run_1/clocks.png
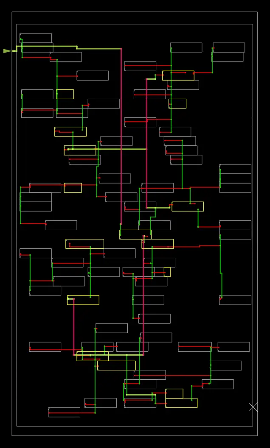
run_1/placement_by_type.png
Fill, decap, tap and diode cells in grey.
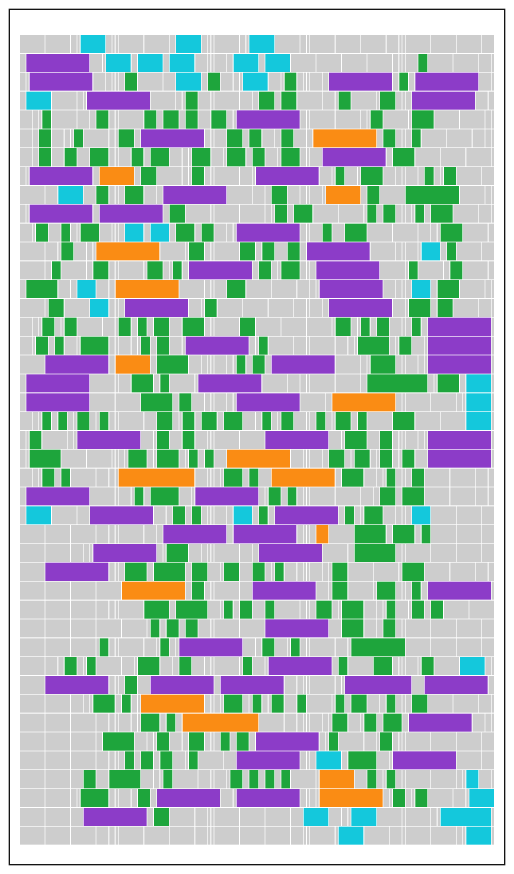
run_1/layer_met3.png
Bar = 20 um.
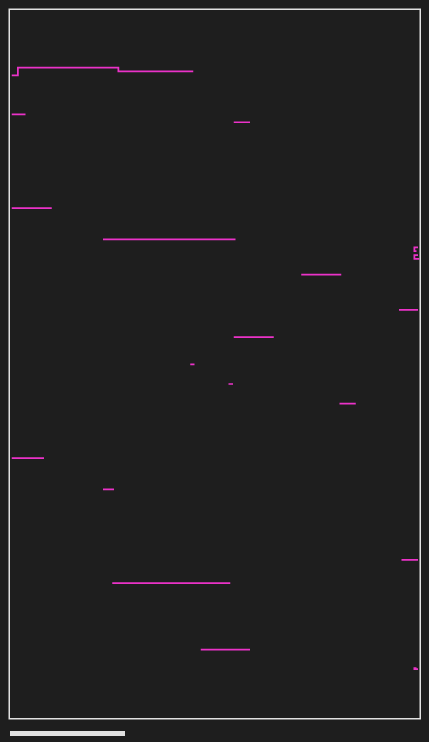
==> config.mk <==
export PLATFORM = sky130hd
export DESIGN_NAME = bcd_digit_scanner
export DESIGN_NICKNAME = d
export VERILOG_FILES = /design/src/rtl/bcd_digit_scanner.sv
export SDC_FILE = /design/constraint.sdc
export NUM_CORES = 1
export LEC_CHECK = 0
export CAP_MARGIN = 20
export CELL_PAD_IN_SITES_DETAIL_PLACEMENT = 1
export CELL_PAD_IN_SITES_GLOBAL_PLACEMENT = 2
export CORE_ASPECT_RATIO = 1.75
export CORE_UTILIZATION = 37
export DETAILED_ROUTE_END_ITERATION = 8
export PLACE_DENSITY = 0.79
export SYNTH_ARGS = -nofsm -noshare
export SYNTH_HDL_FRONTEND = slang
export SYNTH_SLANG_ARGS = --single-unit
==> constraint.sdc <==
create_clock -name CLK -period 2 [get_ports CLK]
set_input_delay 0.2 -clock CLK [delete_from_list [all_inputs] [get_ports CLK]]
set_output_delay 0.2 -clock CLK [all_outputs]
set_load 0.02 [all_outputs]
==> flow_metrics.rpt, run 1 <==
RUN METRICS
----------------------------------------------------
[Final timing]
  Peak clock frequency supported by timing ........................ 558.8 MHz
  Setup_tns ........................ 0 ns
  Worst-Margin Slew ........................ 0.5042 ns
  Setup violations, final ........................ 0
  Unrepaired setup endpoints after global routing ........................ no
  Final hold violation count ........................ 0

[Critical path]
  Arrival @ worst endpoint ........................ 1.59 ns
  Category of the worst setup path launch point ........................ flop
  Endpoint class of the critical path ........................ primary output
  Biggest cell delay along the critical path ........................ 0.68 ns
  Largest driver fanout on the critical path ........................ 22
  Max stage delay cell, worst path ........................ clkdlybuf4s50_1
  Worst reg2reg setup slack ........................ 0.29 ns
  Top delay family on crit path ........................ buffers and inverters
  Required time at the endpoint of the critical path ........................ 1.80 ns
  CP cell instances ........................ clkdlybuf4s50_1

[Global routing]
  GRT Resource Usage Total ........................ 0.1944
  Remaining Overflow, GRT ........................ 0
  Vias in the first global route ........................ 2,645
  Wire length of the first global-routing pass ........................ 13,030 um
  Initial antenna violation count ........................ 0

[Synthesis]
  Synth warn ........................ 0
  EDFF count, synth ........................ 0
  Mean instance size in the synthesized netlist ........................ 9.593 um2
  Yosys chip area ........................ between 0.003 and 0.004 mm2
  Asr flop ratio synth ........................ 1.000
  Post-synth cell types ........................ 39
  Register bit total from synthesis ........................ 61
  Sequential area share after synthesis ........................ 0.4911

[Detailed routing]
  Number of DRC violations after detailed routing ........................ 1
  Top Layer Used ........................ met4
  Iteration-0 DRC Markers ........................ 77
  Routed wire length per instance ........................ roughly 17 um
  Met3 routed WL ........................ 128 um
  Vias per cell ........................ 5.454
  Post-DRT Antenna Nets ........................ 0
  Number of detailed-route iterations in the first pass ........................ 6

[Floorplanning]
  Die H ........................ 123.2 um
  IO Pins ........................ 24

[Placed design]
  Post-DP HPWL ........................ 5482 um
  Number of port buffers ........................ 23
  Routability congestion estimate from global placement ........................ between 0.8 and 0.9

[Clocking]
  Buffer depth of the longest clock path ........................ 2
  Buffer type at the clock tree root ........................ clkbuf_16
  CTS tree ........................ done
  CTS sink cnt ........................ 61
  Clock Pin Slew Worst Setup and Hold Paths ........................ 0.05 ns
  Maximum level of the CTS H-tree ........................ 3

[Pwr]
  Power share of the combinational group ........................ 0.287
  Power per unit of standard cell area ........................ ~1400 mW/mm2
  Clock share of power ........................ 0.334
  Total internal power ........................ 3539 uW
  Leakage ........................ about 0.0016 uW

[Flow run]
  Number of warnings in the stage logs ........................ 30

[Layout]
  Area growth, synth to finish ........................ 22.22%
  Filler Cells Inserted ........................ 930
  Layout cell share with drive strength beyond 1 ........................ 0.1014
  Diodes inserted ........................ 0
  Area taken by multi-input logic gates ........................ 0.001453 mm2

[Min path]
  Min-Delay Path Class ........................ input pin to asynchronous set/reset pin

[Outcome]
  Violations in the final reports ........................ design-rule violations
  Run status ........................ complete, but fails checks

----------------------------------------------------
About clocks.png:
clock buffers created by TritonCTS: 9
number of flip-flops and latches: 61
Layout Skew: 0.004575 ns
clock latency on the worst-skew pair: 0.33 ns
clock group total power: 1770 uW

About placement_by_type.png:
Key: sequential cells = purple [cells 61, share of their area 41%]; remaining buffers and delay cells = cyan [cells 33, share of their area 8.6%]; clock drivers and dummy loads = orange [cells 16, share of their area 9.4%]; combinational and other logic = green [cells 245, share of their area 41%]
Seq area share: 0.4022
placement row count: 43
placeable core region: 0.008016 mm2
core utilization of the finished layout: 0.4739
final design instance area without fill: 0.003799 mm2

About layer_met3.png:
The layer holds 1.7% of the routed length. The layer carries 129 um of wire. The longest straight run is 22.8 um. The wires run mostly horizontal.
routed via count: 2,427
sum of routed wire length over all layers: 7407 um
met3 global-route usage: 0.03586

## run 1: cells by family (layout without fill, tap and decap cells)
| group | after synthesis | after routing | synth area share |
|---|---|---|---|
| muxes | 5 | 5 | 0.01771 |
| AOI/OAI and AO/OA | 96 | 96 | 0.1928 |
| and+or+nand+nor | 112 | 112 | 0.1896 |
| xor gates and xnor gates | 11 | 11 | 0.03100 |
| DFF | 61 | 61 | 0.4911 |
| buffers and inverters | 30 | 61 | 0.04146 |
| adders and majority gates | 9 | 9 | 0.03623 |
## run 1: synth_stat cells (2+ instances only)
master / count / area share
ha_1: 9 / 0.036
nand4_1: 2 / 0.0040
nor2_1: 16 / 0.019
buf_2: 7 / 0.011
o21ai_0: 44 / 0.071
nor2b_1: 12 / 0.024
mux2_2: 4 / 0.014
nand2b_1: 17 / 0.034
nand2_1: 40 / 0.048
a22oi_1: 12 / 0.029
a32oi_1: 4 / 0.011
xnor2_1: 8 / 0.023
clkbuf_1: 10 / 0.012
nor4_1: 2 / 0.0040
xor2_1: 3 / 0.0085
inv_1: 12 / 0.014
dfrtp_1: 61 / 0.49
a21oi_1: 17 / 0.027
a2111oi_0: 4 / 0.011
a22o_1: 2 / 0.0056
nand3_1: 10 / 0.016
o31ai_1: 6 / 0.014
nor3_1: 6 / 0.0097
## run 1: layout make-up
type                            instances  share of cell area
Clock buffer                           13             0.07378
Clock inverter                          3             0.01713
Inverter                               12             0.01186
Multi-Input combinational cell        233              0.3824
Tap cell                               90             0.02964
Timing Repair Buffer                   33             0.08300
Sequential cell                        61              0.4022
## run 1: power by group through the flow
stage	logic, uW	clock network, uW	registers [uW]
finish	1520	1770	2000
CTS	1550	1800	2020
detailed placement	1530	0	2040
global route	1760	1850	2080
global placement	1470	0	2020
floorplan	1080	0	1940
## run 1: metrics by stage
stage	worst slack, ns	power (uW)	area, um2	std cells
5_1_grt	0.1157	5688	3799	445
4_1_cts	0.2008	5363	3799	445
3_3_place_gp	0.3153	3491	3442	428
6_report	0.2105	5286	3799	445
3_5_place_dp	0.2660	3570	3442	428
2_1_floorplan	0.4862	3013	3108	324
## run 1: per-layer routing
metal	vias to the layer above	track usage
li1	1199	-
met1	1195	0.2214
met2	22	0.3458
met3	11	0.03586
met4	0	0.09500
met5	-	0
## run 1: repair_timing
item	4_1_cts	5_1_grt
hold buffers	1	0
gates resized	1	0
endpoints found under the setup margin	1	0
hold endpoints to repair	13	0
## Run 2: what changed since run 1
Settings changed: GPL_ROUTABILITY_DRIVEN from default to 0.
run_2/placement_by_type.png
Fill, decap, tap and diode cells in grey.
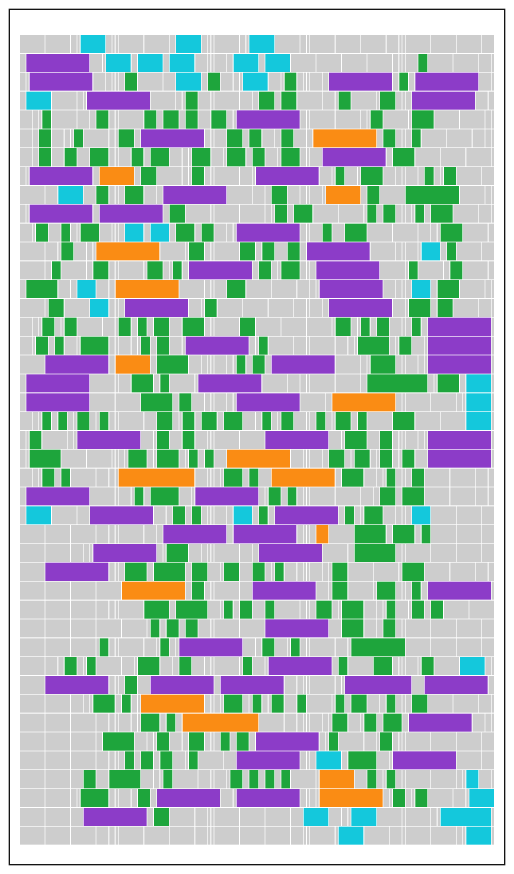
Key: combinational and other logic = green [cells 245, share of their area 41%]; clock drivers and dummy loads = orange [cells 16, share of their area 9.4%]; sequential cells = purple [cells 61, share of their area 41%]; remaining buffers and delay cells = cyan [cells 33, share of their area 8.6%]

==> run 2 against run 1 <==
Compared with the run above:
- the flow still finishes with violations (design-rule violations)
- final area is the same
- sequential power about the same
- sequential share of layout area stayed put
- core utilization is the same
- synthesized cell count unchanged
- combinational power is essentially flat
- total power is the same
- global-route usage stayed put
- via count did not move
- count of clock-buffer cells in the layout unchanged
- largest cell class unchanged
==> flow_metrics.rpt, run 2 <==
RUN METRICS
----------------------------------------------------
[Synthesis]
  EDFF count, synth ........................ 0 (unchanged)
  Share of Yosys cell area claimed by the top area cell type ........................ 0.4911 (unchanged)
  Most common library cells after synthesis ........................ dfrtp_1 (61), o21ai_0 (44), nand2_1 (40)
  Register bit total from synthesis ........................ 61 (unchanged)
  Net Count, Synth ........................ roughly 350
  Asr flop ratio synth ........................ 1.000 (unchanged)
  Synth warn ........................ 0 (unchanged)
  Yosys top cell by area ........................ dfrtp_1
  Cell types with the largest area share after synthesis ........................ dfrtp_1 (49%), o21ai_0 (7.1%), nand2_1 (4.8%), ha_1 (3.6%), nand2b_1 (3.4%)
  Mean instance size in the synthesized netlist ........................ 9.593 um2 (unchanged)
  Yosys chip area ........................ 0.003108 mm2 (unchanged)
  Cell with the most instances after synthesis ........................ dfrtp_1
  Sequential area share after synthesis ........................ 0.4911 (unchanged)

[Final timing]
  Layout Skew ........................ 0.004575 ns (unchanged)
  Worst-Margin Slew ........................ 0.5042 ns (unchanged)
  Rel. slew slack ........................ 0.6552
  Setup_tns ........................ 0 ns (unchanged)
  Unrepaired setup endpoints after global routing ........................ no
  Final hold violation count ........................ 0 (unchanged)
  Number of max-slew violations in the final report ........................ 0
  Setup violations, final ........................ 0 (unchanged)
  Peak clock frequency supported by timing ........................ 558.8 MHz (unchanged)

[Detailed routing]
  Sum of routed wire length over all layers ........................ 7407 um (unchanged)
  Number of detailed-route iterations in the first pass ........................ 6 (unchanged)
  Vias per cell ........................ 5.454 (unchanged)
  Post-DRT Antenna Nets ........................ 0 (unchanged)
  Number of DRC violations after detailed routing ........................ 1 (unchanged)
  Routed via count ........................ 2,427 (unchanged)
  Iteration-0 DRC Markers ........................ 77 (unchanged)
  Routed wire length per instance ........................ 16.64 um (unchanged)

[Outcome]
  Violations in the final reports ........................ design-rule violations
  Run status ........................ complete, but fails checks

[Layout]
  Final design instance area without fill ........................ 0.003799 mm2 (unchanged)
  Area growth, synth to finish ........................ 22.22% (unchanged)
  Layout cell share with drive strength beyond 1 ........................ 0.1014 (unchanged)
  Filler Cells Inserted ........................ 930 (unchanged)
  Diodes inserted ........................ 0 (unchanged)

[Critical path]
  Worst reg2reg setup slack ........................ 0.29 ns (about the same)
  Required time at the endpoint of the critical path ........................ 1.80 ns (about the same)
  Arrival @ worst endpoint ........................ 1.59 ns (about the same)
  Biggest cell delay along the critical path ........................ 0.68 ns (about the same)
  Largest driver fanout on the critical path ........................ 22 (unchanged)
  Top delay family on crit path ........................ buffers and inverters
  Category of the worst setup path launch point ........................ flop
  Endpoint class of the critical path ........................ primary output
  CP cell instances ........................ clkdlybuf4s50_1

[Placed design]
  Post-DP HPWL ........................ 5482 um (unchanged)
  Placed cell area ........................ 0.003442 mm2 (unchanged)
  Number of port buffers ........................ 23 (unchanged)

[Floorplanning]
  Placeable core region ........................ 0.008016 mm2 (unchanged)
  Die H ........................ 123.2 um (unchanged)
  IO Pins ........................ 24 (unchanged)
  Placement row count ........................ 43 (unchanged)

[Global routing]
  Vias in the first global route ........................ 2,645 (unchanged)
  Initial antenna violation count ........................ 0 (unchanged)
  Remaining Overflow, GRT ........................ 0 (unchanged)
  GRT Resource Usage Total ........................ 0.1944 (unchanged)
  Wire length of the first global-routing pass ........................ 13,030 um (unchanged)

[Pwr]
  Power per unit of standard cell area ........................ 1392 mW/mm2 (unchanged)
  Leakage ........................ 0.001600 uW (unchanged)

[Clocking]
  Clock Pin Slew Worst Setup and Hold Paths ........................ 0.05 ns (about the same)
  Buffer depth of the longest clock path ........................ 2 (unchanged)
  Buffer type at the clock tree root ........................ clkbuf_16
  Maximum level of the CTS H-tree ........................ 3 (unchanged)
  Clock latency on the worst-skew pair ........................ 0.33 ns (about the same)
  CTS sink cnt ........................ 61 (unchanged)
  CTS tree ........................ done
  Clock buffers created by TritonCTS ........................ 9 (unchanged)

[Min path]
  Min-Delay Path Class ........................ input pin to asynchronous set/reset pin

----------------------------------------------------
## run 2: cell counts after synthesis
No cell type changed its count.
## run 2: area by class of cell
| cell class | count | area, um2 | share of cell area |
|---|---|---|---|
| inverters | 12 | 45.04 | 0.01186 |
| repair buffers | 33 | 315.3 | 0.08300 |
| flip-flops and latches | 61 | 1528 | 0.4022 |
| multi-input cells | 233 | 1453 | 0.3824 |
| well taps | 90 | 112.6 | 0.02964 |
| clock buffers | 13 | 280.3 | 0.07378 |
| clock inverters | 3 | 65.06 | 0.01713 |
## run 2: what timing repair did
| item | CTS | global route |
|---|---|---|
| setup endpoints to repair | 1 | 0 |
| resized | 1 | 0 |
| endpoints found under the hold margin | 13 | 0 |
| hold buffers | 1 | 0 |
## run 2: stage by stage
| step | worst slack, ns | hold WS, ns | util | instances |
|---|---|---|---|---|
| floorplan | 0.4862 | -0.09559 | - | 324 |
| global route | 0.1157 | 0.3465 | 0.4739 | 445 |
| CTS | 0.2008 | 0.3214 | 0.4739 | 445 |
| finish | 0.2105 | 0.3200 | 0.4739 | 445 |
| global placement | 0.3153 | 0.1373 | 0.4294 | 428 |
| detailed placement | 0.2660 | 0.1398 | 0.4294 | 428 |
## run 2: worst register-to-register path: stages (launching register included)
cell	delay, ns
dfrtp_1	0.43
inv_1	0.12
ha_1	0.20
nand2b_1	0.07
a21oi_1	0.31
mux2_2	0.37
o21ai_0	0.13
## run 2: kinds of logic after synthesis
kind of cell    share of synthesized area
simple gates                       0.1896
compound gates                     0.1928
flops                              0.4911
buf+inv                           0.04146
xor+xnor                          0.03100
fa+ha+maj                         0.03623
mux                               0.01771
## run 2: power breakdown
| part | internal, uW | total, uW | switching [uW] |
|---|---|---|---|
| combinational | 696 | 1520 | 820 |
| sequential | 1620 | 2000 | 385 |
| clock | 1220 | 1770 | 543 |
## run 2: per-layer routing
layer | GRT usage | routed length (um)
met5 | 0 | 0
met4 | 0.09500 | 161
met3 | 0.03586 | 128
met2 | 0.3458 | 4058
met1 | 0.2214 | 3058
Power is estimated from default activity; no workload was simulated.
